## src/rtl/uart_buffered_tx_if.sv

```systemverilog
// Byte handshake and status bundle for uart_buffered_tx.
interface uart_buffered_tx_if #(
  parameter int unsigned FIFO_DEPTH = 8
);
  localparam int unsigned CountW = $clog2(FIFO_DEPTH + 1);

  logic [7:0]        DataIn;
  logic              DataInValid;
  logic              DataInReady;
  logic              SOut;
  logic              TxBusy;
  logic [CountW-1:0] Count;

  modport master (output DataIn, DataInValid, input DataInReady, SOut, TxBusy, Count);
  modport slave  (input DataIn, DataInValid, output DataInReady, SOut, TxBusy, Count);
endinterface

```

## src/rtl/uart_buffered_tx.sv

```systemverilog
// FIFO-buffered 8N1 UART transmitter, LSB first, contiguous back-to-back frames.
// Define UART_TX_PARITY_EN for an even-parity bit between data and stop (8E1).
module uart_buffered_tx #(
  parameter int unsigned CLOCK_FREQ = 50_000_000,
  parameter int unsigned BAUD_RATE  = 115_200,
  parameter int unsigned FIFO_DEPTH = 8
) (
  input logic              Clock,
  input logic              Reset,
  uart_buffered_tx_if.slave bus
);
  localparam int unsigned BitCycles = CLOCK_FREQ / BAUD_RATE;
  localparam int unsigned TimerW    = (BitCycles > 1) ? $clog2(BitCycles) : 1;
  localparam int unsigned PtrW      = (FIFO_DEPTH > 1) ? $clog2(FIFO_DEPTH) : 1;
  localparam int unsigned CountW    = $clog2(FIFO_DEPTH + 1);

  typedef enum logic [2:0] {IDLE, START, DATA, PARITY, STOP} txState_t;

  txState_t          state, stateNext;
  logic [TimerW-1:0] bitTimer, bitTimerNext;
  logic [2:0]        bitIdx, bitIdxNext;
  logic [7:0]        shiftReg, shiftNext;
  logic [PtrW-1:0]   rdPtr, wrPtr;
  logic [CountW-1:0] count, countNext;
  logic              sOutReg, sOutNext;
  logic              txBusyReg, txBusyNext;
  logic              readyReg, readyNext;
  logic              push, pop, bitEnd;
  logic [7:0]        fifoMem [FIFO_DEPTH];
`ifdef UART_TX_PARITY_EN
  logic              parityBit, parityNext;
`endif

  assign bus.SOut        = sOutReg;
  assign bus.TxBusy      = txBusyReg;
  assign bus.DataInReady = readyReg;
  assign bus.Count       = count;

  // Ready is a register, so a write stalls while full even during a pop.
  assign push   = bus.DataInValid && readyReg;
  assign bitEnd = (bitTimer == TimerW'(BitCycles - 1));

  always_ff @(posedge Clock) begin
    if (push) fifoMem[wrPtr] <= bus.DataIn;
  end

  always_ff @(posedge Clock or posedge Reset) begin
    if (Reset) begin
      state     <= IDLE;
      bitTimer  <= '0;
      bitIdx    <= '0;
      shiftReg  <= '0;
      rdPtr     <= '0;
      wrPtr     <= '0;
      count     <= '0;
      sOutReg   <= 1'b1;
      txBusyReg <= 1'b0;
      readyReg  <= 1'b1;
`ifdef UART_TX_PARITY_EN
      parityBit <= 1'b0;
`endif
    end else begin
      state     <= stateNext;
      bitTimer  <= bitTimerNext;
      bitIdx    <= bitIdxNext;
      shiftReg  <= shiftNext;
      count     <= countNext;
      sOutReg   <= sOutNext;
      txBusyReg <= txBusyNext;
      readyReg  <= readyNext;
`ifdef UART_TX_PARITY_EN
      parityBit <= parityNext;
`endif
      if (push) wrPtr <= wrPtr + PtrW'(1);
      if (pop)  rdPtr <= rdPtr + PtrW'(1);
    end
  end

  // Next-state and next-output decode; SOut is computed for the state being entered.
  always_comb begin
    stateNext    = state;
    bitTimerNext = bitTimer;
    bitIdxNext   = bitIdx;
    shiftNext    = shiftReg;
    pop          = 1'b0;
`ifdef UART_TX_PARITY_EN
    parityNext   = parityBit;
`endif
    case (state)
      IDLE: begin
        bitTimerNext = '0;
        if (count != '0) begin
          pop        = 1'b1;
          stateNext  = START;
          bitIdxNext = '0;
          shiftNext  = fifoMem[rdPtr];
`ifdef UART_TX_PARITY_EN
          parityNext = ^fifoMem[rdPtr];
`endif
        end
      end
      START: begin
        bitTimerNext = bitTimer + TimerW'(1);
        if (bitEnd) begin
          bitTimerNext = '0;
          stateNext    = DATA;
        end
      end
      DATA: begin
        bitTimerNext = bitTimer + TimerW'(1);
        if (bitEnd) begin
          bitTimerNext = '0;
          shiftNext    = shiftReg >> 1;
          bitIdxNext   = bitIdx + 3'd1;
          if (bitIdx == 3'd7) begin
`ifdef UART_TX_PARITY_EN
            stateNext = PARITY;
`else
            stateNext = STOP;
`endif
          end
        end
      end
`ifdef UART_TX_PARITY_EN
      PARITY: begin
        bitTimerNext = bitTimer + TimerW'(1);
        if (bitEnd) begin
          bitTimerNext = '0;
          stateNext    = STOP;
        end
      end
`endif
      STOP: begin
        bitTimerNext = bitTimer + TimerW'(1);
        if (bitEnd) begin
          bitTimerNext = '0;
          if (count != '0) begin
            pop        = 1'b1;
            stateNext  = START;
            bitIdxNext = '0;
            shiftNext  = fifoMem[rdPtr];
`ifdef UART_TX_PARITY_EN
            parityNext = ^fifoMem[rdPtr];
`endif
          end else begin
            stateNext = IDLE;
          end
        end
      end
      default: begin
        stateNext    = IDLE;
        bitTimerNext = '0;
      end
    endcase

    countNext = count + CountW'(push) - CountW'(pop);

    case (stateNext)
      START:   sOutNext = 1'b0;
      DATA:    sOutNext = shiftNext[0];
`ifdef UART_TX_PARITY_EN
      PARITY:  sOutNext = parityNext;
`endif
      default: sOutNext = 1'b1;
    endcase

    txBusyNext = (stateNext != IDLE) || (countNext != '0);
    readyNext  = (countNext != CountW'(FIFO_DEPTH));
  end
endmodule

```

## src/flat_wrapper.sv

```systemverilog
// flat-port wrapper written by rule: the top's interface ports become plain ports
module uart_buffered_tx_flat 
#(
  parameter int unsigned CLOCK_FREQ = 50_000_000,
  parameter int unsigned BAUD_RATE  = 115_200,
  parameter int unsigned FIFO_DEPTH = 8
)
  (Clock, Reset, bus_DataIn, bus_DataInValid, bus_DataInReady, bus_SOut, bus_TxBusy, bus_Count);
  uart_buffered_tx_if #(.FIFO_DEPTH(FIFO_DEPTH)) bus_i ();
  input logic Clock;
  input logic Reset;
  input wire logic [$bits(bus_i.DataIn)-1:0] bus_DataIn;
  input wire logic [$bits(bus_i.DataInValid)-1:0] bus_DataInValid;
  output wire logic [$bits(bus_i.DataInReady)-1:0] bus_DataInReady;
  output wire logic [$bits(bus_i.SOut)-1:0] bus_SOut;
  output wire logic [$bits(bus_i.TxBusy)-1:0] bus_TxBusy;
  output wire logic [$bits(bus_i.Count)-1:0] bus_Count;
  assign bus_i.DataIn = bus_DataIn;
  assign bus_i.DataInValid = bus_DataInValid;
  assign bus_DataInReady = bus_i.DataInReady;
  assign bus_SOut = bus_i.SOut;
  assign bus_TxBusy = bus_i.TxBusy;
  assign bus_Count = bus_i.Count;
  uart_buffered_tx #(.CLOCK_FREQ(CLOCK_FREQ), .BAUD_RATE(BAUD_RATE), .FIFO_DEPTH(FIFO_DEPTH)) u_core (.Clock(Clock), .Reset(Reset), .bus(bus_i));
endmodule
```

## config.mk

```make
export PLATFORM = sky130hd
export DESIGN_NAME = uart_buffered_tx_flat
export DESIGN_NICKNAME = d
export VERILOG_FILES = /design/src/rtl/uart_buffered_tx_if.sv /design/src/rtl/uart_buffered_tx.sv /design/src/flat_wrapper.sv
export SDC_FILE = /design/constraint.sdc
export NUM_CORES = 1
export LEC_CHECK = 0
export ABC_AREA = 1
export CAP_MARGIN = 20
export CORE_MARGIN = 2
export CORE_UTILIZATION = 60
export DETAILED_ROUTE_END_ITERATION = 16
export HOLD_SLACK_MARGIN = 0.03
export PLACE_DENSITY_LB_ADDON = 0.1
export SYNTH_ARGS = -nofsm -noshare
export SYNTH_HDL_FRONTEND = slang
export SYNTH_SLANG_ARGS = --single-unit
```

## constraint.sdc

```tcl
create_clock -name Clock -period 3.6 [get_ports Clock]
set_input_delay 0.72 -clock Clock [delete_from_list [all_inputs] [get_ports Clock]]
set_output_delay 0.72 -clock Clock [all_outputs]
set_load 0.005 [all_outputs]
```

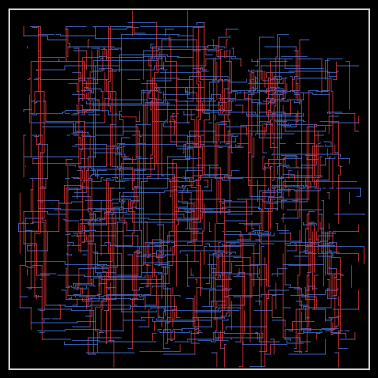
Fig. 1. Metal layers overlaid.
Drawn at 4 px/um. Only two layers are drawn.
Key: met2 = red [wire length 4350 um]; met1 = blue [wire length 3720 um]

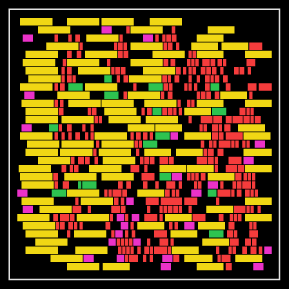
Fig. 2. Cells coloured by class.
Drawn at 3 px/um.
Key: all other logic = red [cells 297, share of their area 32%]; clock drivers and dummy loads = green [cells 16, share of their area 3.8%]; other buffers and delay cells = magenta [cells 27, share of their area 5.1%]; flip-flops = yellow [cells 100, share of their area 59%]

==> impl_metrics.ini <==
; physical design summary
[clocking]
cts_buffers = 9
insertion_delay_ns = 0.37
clock-sinks = 100
cts_root_buf = clkbuf_8
cts_max_path_buffers = 2
cts_setup_buffers = 0

[worst_setup_path]
rrSetupSlack_ns = 0.69
rr_startpoint = u_core.bus.Count[2]
rr_endpoint = u_core.bus.TxBusy
critPathSlowestCell = fa_1
cp-startpoint = u_core.bus.Count[2]
end_kind = flip-flop
endpoint = u_core.bus.TxBusy
crit_chain = inv_1, ha_1, nand2_1, nand3_2, clkinv_2, ha_1, inv_1, ha_1, inv_1, fa_1, inv_1, nor3_1, nand2_1, nor2_1, nand2_1
crit_top_cell = inv_1
path_max_fanout = 11

[global_route]
grt_pass1_wl_mm = 13.8
grt_antenna_before_repair = 0
grtUsageMet2_pct = 38.5
grt_use_met3_pct = 5.30
grtUsageTotal_pct = 23.7
first_global_vias = 2790
grt_max_degree = 37
grt-busiest-layer = met2
grt_use_met1_pct = 31.2

[synth]
ys_types = 37
yosysSeqAreaShare_pct = 64.3
yosysCellCount = 408
synthArstFlopShare_pct = 36.0
syn_area_um2 = 4400
synth.net_count = 431
synthCells = 408

[detailed_routing]
routedWlPerCell_um = 16.2
drc_errors = 0
wl_mm = 8.73
viasPerCell = 5.49

[status]
outcome = finished, final reports clean

[layout]
fillers = 582
layout_top_cells = nand2_1, edfxtp_1, nor2_1
num_antenna_cells = 0
layout-drive-gt1-share_pct = 12.3
nets = 458
syn_to_final_growth_pct = 11.2

[sta]
period_needed_ns = 2.91
period_used_pct = 80.8
tns_ns = 0
finalSetupViolCount = 0
fmax_ghz = 0.344
tightest_slew_ns = 0.688
fin_skew_ns = 0.0123
maxSlewHeadroom_pct = 54.1
slew_viol_final = 0

[min_path]
min_from = u_core.shiftReg[7]
hold_path.class = reg -> reg
holdPathStages = 2

[job]
drv_cap = 0

[power_and_ir_drop]
irDropWorstVdd_v = 0.000321
power_frac_clock_pct = 26.3
powerDensity_nw_per_um2 = 522
leakage_nw = 1.99
p_seq_share_pct = 55.5
p_sw_w = 0.000739
intPower_w = 0.00181

[floorplan]
ios = 18
dieArea_um2 = 8030
rows = 31
die_w_um = 89.6

[place]
port-buffer-count = 17
place.gp.congestion = 0.794
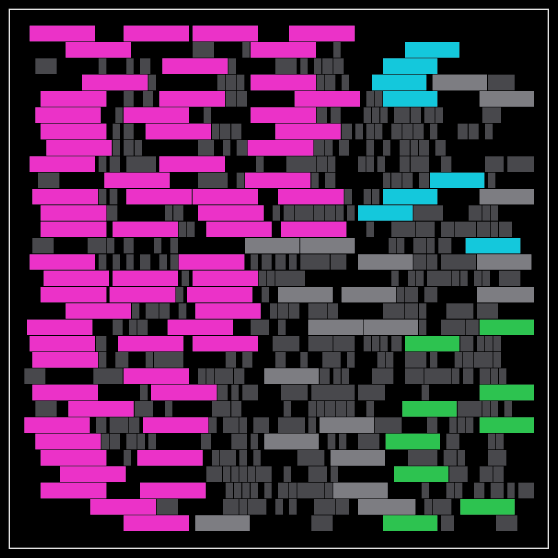
Fig. 3. Sequential cells coloured by netlist name.
Drawn at 6 px/um. Other sequential cells in the stronger grey, the rest of the logic in the fainter grey.
Key: `u_core.fifoMem` = magenta [placed flops 64]; `u_core.shiftReg` = cyan [placed flops 8, where top right]; `u_core.bitTimer` = green [placed flops 9, where bottom right]

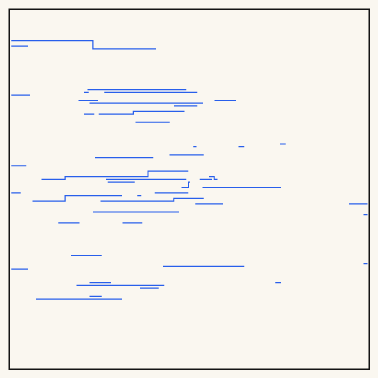
Fig. 4. Metal 3.
Drawn at 4 px/um.
The wires run mostly horizontal. 30 nets have wire on it. The layer holds 5.5% of the routed length. The layer carries 482 um of wire. The longest straight run is 28.1 um.

==> worst max-delay path: cells and delay by family (launching register included) <==
family                   cells  cell delay [ns]
AND/OR/NAND/NOR              6             0.95
adder cells (fa/ha/maj)      4             1.09
flip-flops                   1             0.39
buffers and inverters        5             0.37
==> power groups by stage <==
| stage | Sequential, W | Clock, W | Combinational [W] |
|---|---|---|---|
| floorplan | 0.00143 | 0 | 0.000275 |
| global placement | 0.00143 | 0 | 0.000446 |
| detailed placement | 0.00144 | 0 | 0.000472 |
| CTS | 0.00141 | 0.000685 | 0.000473 |
| global route | 0.00143 | 0.000731 | 0.000529 |
| finish | 0.00142 | 0.000671 | 0.000466 |
==> cell usage after synthesis (all sizes together) (2+ instances only) <==
cell | number | area (um^2)
inv | 28 | 105
dfrtp | 34 | 851
o22ai | 3 | 18.8
nor2 | 54 | 220
a21oi | 15 | 78.8
nand3 | 39 | 205
o21ai | 20 | 111
ha | 11 | 138
nand2 | 98 | 410
a22o | 2 | 17.5
xor2 | 7 | 61.3
nor3 | 4 | 20.0
dfstp | 2 | 52.6
xnor2 | 2 | 17.5
clkbuf | 2 | 7.51
buf | 9 | 52.6
o221ai | 4 | 35.0
clkinv | 3 | 13.8
edfxtp | 64 | 1920
==> stage by stage <==
| stage | instance area (um^2) | cells | util [%] | setup slack (ns) | hold slack [ns] |
|---|---|---|---|---|---|
| 6_report | 4890 | 539 | 68.1 | 0.690 | 0.510 |
| 3_5_place_dp | 4710 | 523 | 65.6 | 0.734 | 0.487 |
| 2_1_floorplan | 4400 | 408 | - | 0.991 | 0.449 |
| 5_1_grt | 4890 | 539 | 68.1 | 0.384 | 0.544 |
| 3_3_place_gp | 4710 | 523 | 65.6 | 0.822 | 0.473 |
| 4_1_cts | 4890 | 539 | 68.1 | 0.705 | 0.512 |
==> cell type report <==
class	count	area, um^2	share of cell area [%]
flip-flops and latches	100	2830	57.8
multi-input cells	266	1390	28.5
repair buffers	27	245	5.02
clock buffers	10	128	2.61
well taps	99	124	2.53
inverters	31	119	2.43
clock inverters	6	53.8	1.10
==> sequential cells by signal, summed over array words and instances, names as in the netlist <==
signal / count
u_core.bus.SOut: 1
u_core.bus.TxBusy: 1
u_core.shiftReg: 8
u_core.fifoMem: 64
u_core.wrPtr: 3
u_core.bus.DataInReady: 1
u_core.rdPtr: 3
u_core.bitIdx: 3
u_core.bitTimer: 9
u_core.state: 3
u_core.bus.Count: 4
==> metal layers <==
layer,vias to the layer above,share of wire (%)
met5,-,0
met4,0,2.0
met3,17,5.5
met2,76,50
met1,1431,43
li1,1433,-
==> logic make-up (layout without fill, tap and decap cells) <==
logic type,after synthesis,count (layout),share of synthesized area [%]
AOI/OAI and AO/OA,46,46,6.26
DFF,100,100,64.3
and+or+nand+nor,199,199,20.0
xor gates and xnor gates,9,9,1.79
buffers and inverters,42,74,4.07
adders and majority gates,12,12,3.59
Power and IR drop assume default switching activity.
